===== src/rtl/ah_rr_grant_mux.sv =====
// ah_rr_grant_mux: round-robin grant to payload mux with 2-entry output queue and ack/nack (macro AH_GRANT_MUX_ONEHOT_CHECK_EN)
module ah_rr_grant_mux #(
  parameter int N  = 12,
  parameter int DW = 32,
  parameter int IW = 4
) (
  input  logic            clk,
  input  logic            rst,
  input  logic [N-1:0]    grant,
  input  logic [N*DW-1:0] req_data,
  output logic [N-1:0]    req_ack,
  output logic [N-1:0]    req_nack,
  output logic            out_valid,
  output logic [DW-1:0]   out_data,
  output logic [IW-1:0]   out_id,
  input  logic            out_ready,
  output logic            overflow,
  output logic            err_multi
);
  logic [IW-1:0] idx;
  logic [DW-1:0] sel;
  logic [N-1:0]  oh;
  logic          gv, pop, full, push, drop;
  logic [DW-1:0] data_q [2];
  logic [IW-1:0] id_q [2];
  logic          wr_q, wr_d, rd_q, rd_d;
  logic [1:0]    cnt_q, cnt_d;
  logic [N-1:0]  ack_q, ack_d, nack_q, nack_d;
  logic          ovf_q;
  // Encode the lowest set grant bit into index, one-hot and payload
  always_comb begin
    idx = '0;
    sel = '0;
    oh  = '0;
    for (int i = N - 1; i >= 0; i--)
      if (grant[i]) begin
        idx   = IW'(i);
        sel   = req_data[i*DW +: DW];
        oh    = '0;
        oh[i] = 1'b1;
      end
  end
`ifdef AH_GRANT_MUX_ONEHOT_CHECK_EN
  logic multi, err_q;
  assign multi     = |(grant & (grant - {{(N-1){1'b0}}, 1'b1}));
  assign gv        = |grant & !multi;
  assign err_multi = err_q;
  // Sticky flag for a grant with more than one bit set
  always_ff @(posedge clk or posedge rst)
    if (rst) err_q <= 1'b0;
    else     err_q <= err_q | multi;
`else
  assign gv        = |grant;
  assign err_multi = 1'b0;
`endif
  assign pop       = (cnt_q != 2'd0) & out_ready;
  assign full      = cnt_q == 2'd2;
  assign push      = gv & (!full | pop);
  assign drop      = gv & full & !pop;
  assign out_valid = cnt_q != 2'd0;
  assign out_data  = data_q[rd_q];
  assign out_id    = id_q[rd_q];
  assign req_ack   = ack_q;
  assign req_nack  = nack_q;
  assign overflow  = ovf_q;
  // Queue pointer/count and handshake pulse next-state
  always_comb begin
    wr_d   = push ? ~wr_q : wr_q;
    rd_d   = pop ? ~rd_q : rd_q;
    cnt_d  = cnt_q + {1'b0, push} - {1'b0, pop};
    ack_d  = push ? oh : '0;
    nack_d = drop ? oh : '0;
  end
  // Queue storage, pointers, pulses and sticky overflow
  always_ff @(posedge clk or posedge rst)
    if (rst) begin
      data_q[0] <= '0;
      data_q[1] <= '0;
      id_q[0]   <= '0;
      id_q[1]   <= '0;
      wr_q      <= 1'b0;
      rd_q      <= 1'b0;
      cnt_q     <= 2'd0;
      ack_q     <= '0;
      nack_q    <= '0;
      ovf_q     <= 1'b0;
    end else begin
      if (push) begin
        data_q[wr_q] <= sel;
        id_q[wr_q]   <= idx;
      end
      wr_q   <= wr_d;
      rd_q   <= rd_d;
      cnt_q  <= cnt_d;
      ack_q  <= ack_d;
      nack_q <= nack_d;
      ovf_q  <= ovf_q | drop;
    end
endmodule


===== config.mk =====
export PLATFORM = sky130hd
export DESIGN_NAME = ah_rr_grant_mux
export DESIGN_NICKNAME = d
export VERILOG_FILES = /design/src/rtl/ah_rr_grant_mux.sv
export SDC_FILE = /design/constraint.sdc
export NUM_CORES = 1
export LEC_CHECK = 0
export ABC_AREA = 1
export ABC_CLOCK_PERIOD_IN_PS = 3500
export CORE_AREA = 2 2 180 182
export CTS_CLUSTER_SIZE = 14
export DETAILED_ROUTE_END_ITERATION = 10
export DIE_AREA = 0 0 182 184
export MAX_ROUTING_LAYER = met4
export PLACE_DENSITY = 0.57
export SYNTH_ARGS = -nofsm -noshare
export SYNTH_HDL_FRONTEND = slang
export SYNTH_SLANG_ARGS = --single-unit

===== constraint.sdc =====
create_clock -name clk -period 3.5 [get_ports clk]
set_clock_uncertainty 0.15 [all_clocks]
set_input_delay 0.35 -clock clk [delete_from_list [all_inputs] [get_ports clk]]
set_output_delay 0.35 -clock clk [all_outputs]
set_load 0.03 [all_outputs]

Figure 1. Supply network.
The bar under the picture is 50 um long. Pins as bars on the die edge. Tap cells in gray.
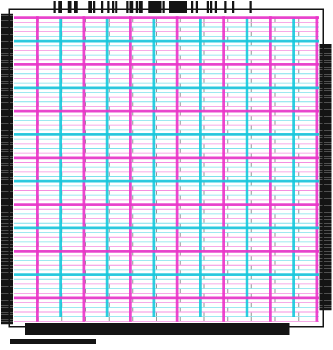
[cyan] VDD
[magenta] VSS
met5 straps: 13
tap cells: 402
signal pins: 462

Figure 2. Cells colored by class.
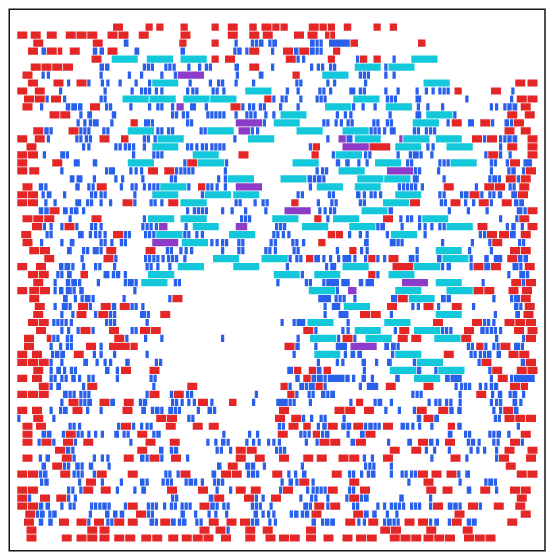
[blue] remaining logic cells | cells: 1,288 | share of their area: 41%
[red] remaining buffers and delay cells | cells: 492 | share of their area: 37%
[purple] clock drivers and dummy loads | cells: 16 | share of their area: 2.2%
[cyan] registers | cells: 101 | share of their area: 20%

Figure 3. Clock wires, drivers and flops.
The bar under the picture is 50 um long.
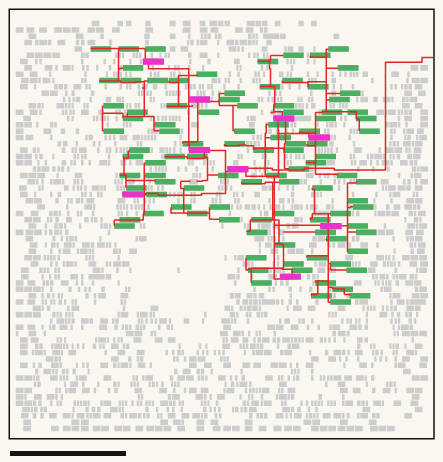
[red] clock wires | length: 1,390 um
[magenta] clock-net drivers | count: 9
[green] flip-flops | count: 101
routed clock nets: 10

Figure 4. Metal layers overlaid.
The bar under the picture is 50 um long. Only two layers are drawn.
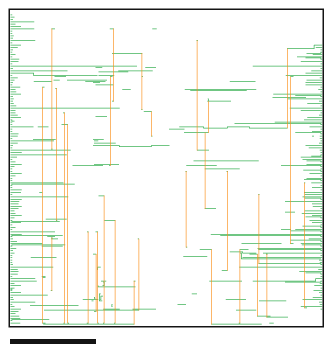
[green] M3 | wire length: 3,440 um
[orange] M4 | wire length: 1,680 um

==> GITHUB_STEP_SUMMARY <==
### Metrics collected by this job

| Metric | Value |
|---|---|
| Syn Area/Cell | 5.60 um^2 |
| Repair and plain buffers | 492 |
| Yosys warning count | 0 |
| Root Driver | clkbuf_16 |
| Yosys cell count | 1,479 |
| DP Cell Count | 2,283 |
| CP Class | flip-flop to output pin |
| Post-Route WL | 45,800 um |
| Mux share of post-synthesis cell area | 0 |
| Power Clock | 0.980 mW |
| Top Family by Delay on Critical Path | buffers and inverters |
| Design Power | 6.42 mW |
| Critical path destination | out_data[16] |
| # clock sinks | between 100 and 150 |
| Initial antenna violation count | 17 |
| Unrepaired setup endpoints after global routing | no |
| Total negative slack | 0 ps |
| Placer Congestion | around 0.94 |
| Pre-CTS WS | 625 ps |
| Chip footprint | ~0.033 mm^2 |
| Top_reg_cell synth | dfrtp_1 |
| Global-route wire length before repair | about 67,000 um |
| Starting Density | 0.264 |
| Post-route cell area | 0.0135 mm^2 |
| Final cell count without fillers | 2,315 |
| Final setup viols | 0 |
| Critical path depth in cells | 4 |
| CTS resizes | 0 |
| Post-synth EDFFs | 0 |
| Grt total ovfl | 0 |
| Setup bufs post-CTS | 0 |
| Reg power frac | 0.280 |
| Worst reg2reg endpoint | id_q[5] |
| CP arrival | 2390 ps |
| Hold-fix buffers, CTS | 0 |
| Vias in the first global route | 11,000 |
| Maxcap violations | 0 |
| Number of flip-flops in the largest register | 64 |
| Mapped Nets | 1,880 |
| Slew margin rel. | 0.414 |
| Status | finished, final reports clean |
| Post-synthesis compound-gate area fraction | 0.0364 |
| Overall Global Routing Usage | 0.280 |
| Non-clock inverter count | between 100 and 150 |
| CP Cell Sequence | clkinv_1, nand2_1, nand2_1, clkdlybuf4s50_1 |
| Final Hold Slack | 279 ps |
| CP Max Fanout | 24 |
| Clock Pin Slew Worst Setup and Hold Paths | 70 ps |
| Tap cells | 402 |
==> layer usage <==
metal / wire, um / vias to the layer above / GRT usage
li1: - / 5350 / -
met1: 17900 / 4916 / 0.309
met2: 22700 / 441 / 0.484
met3: 3440 / 62 / 0.0660
met4: 1680 / 0 / 0.121
met5: 0 / - / -
==> placed cells by master (no fill, tap or decap), drive strengths merged <==
cell / instances
clkinvlp: 2
a21oi: 36
xnor2: 1
nor3: 12
clkinv: 3
a22o: 4
and3: 25
buf: 61
clkbuf: 10
clkdlybuf4s50: 431
nor2: 150
nand3: 135
dfrtp: 101
inv: 105
ha: 2
o21ai: 16
diode: 16
xor2: 2
a31oi: 1
or2: 1
conb: 1
nand2: 798
Power and IR drop assume default switching activity.
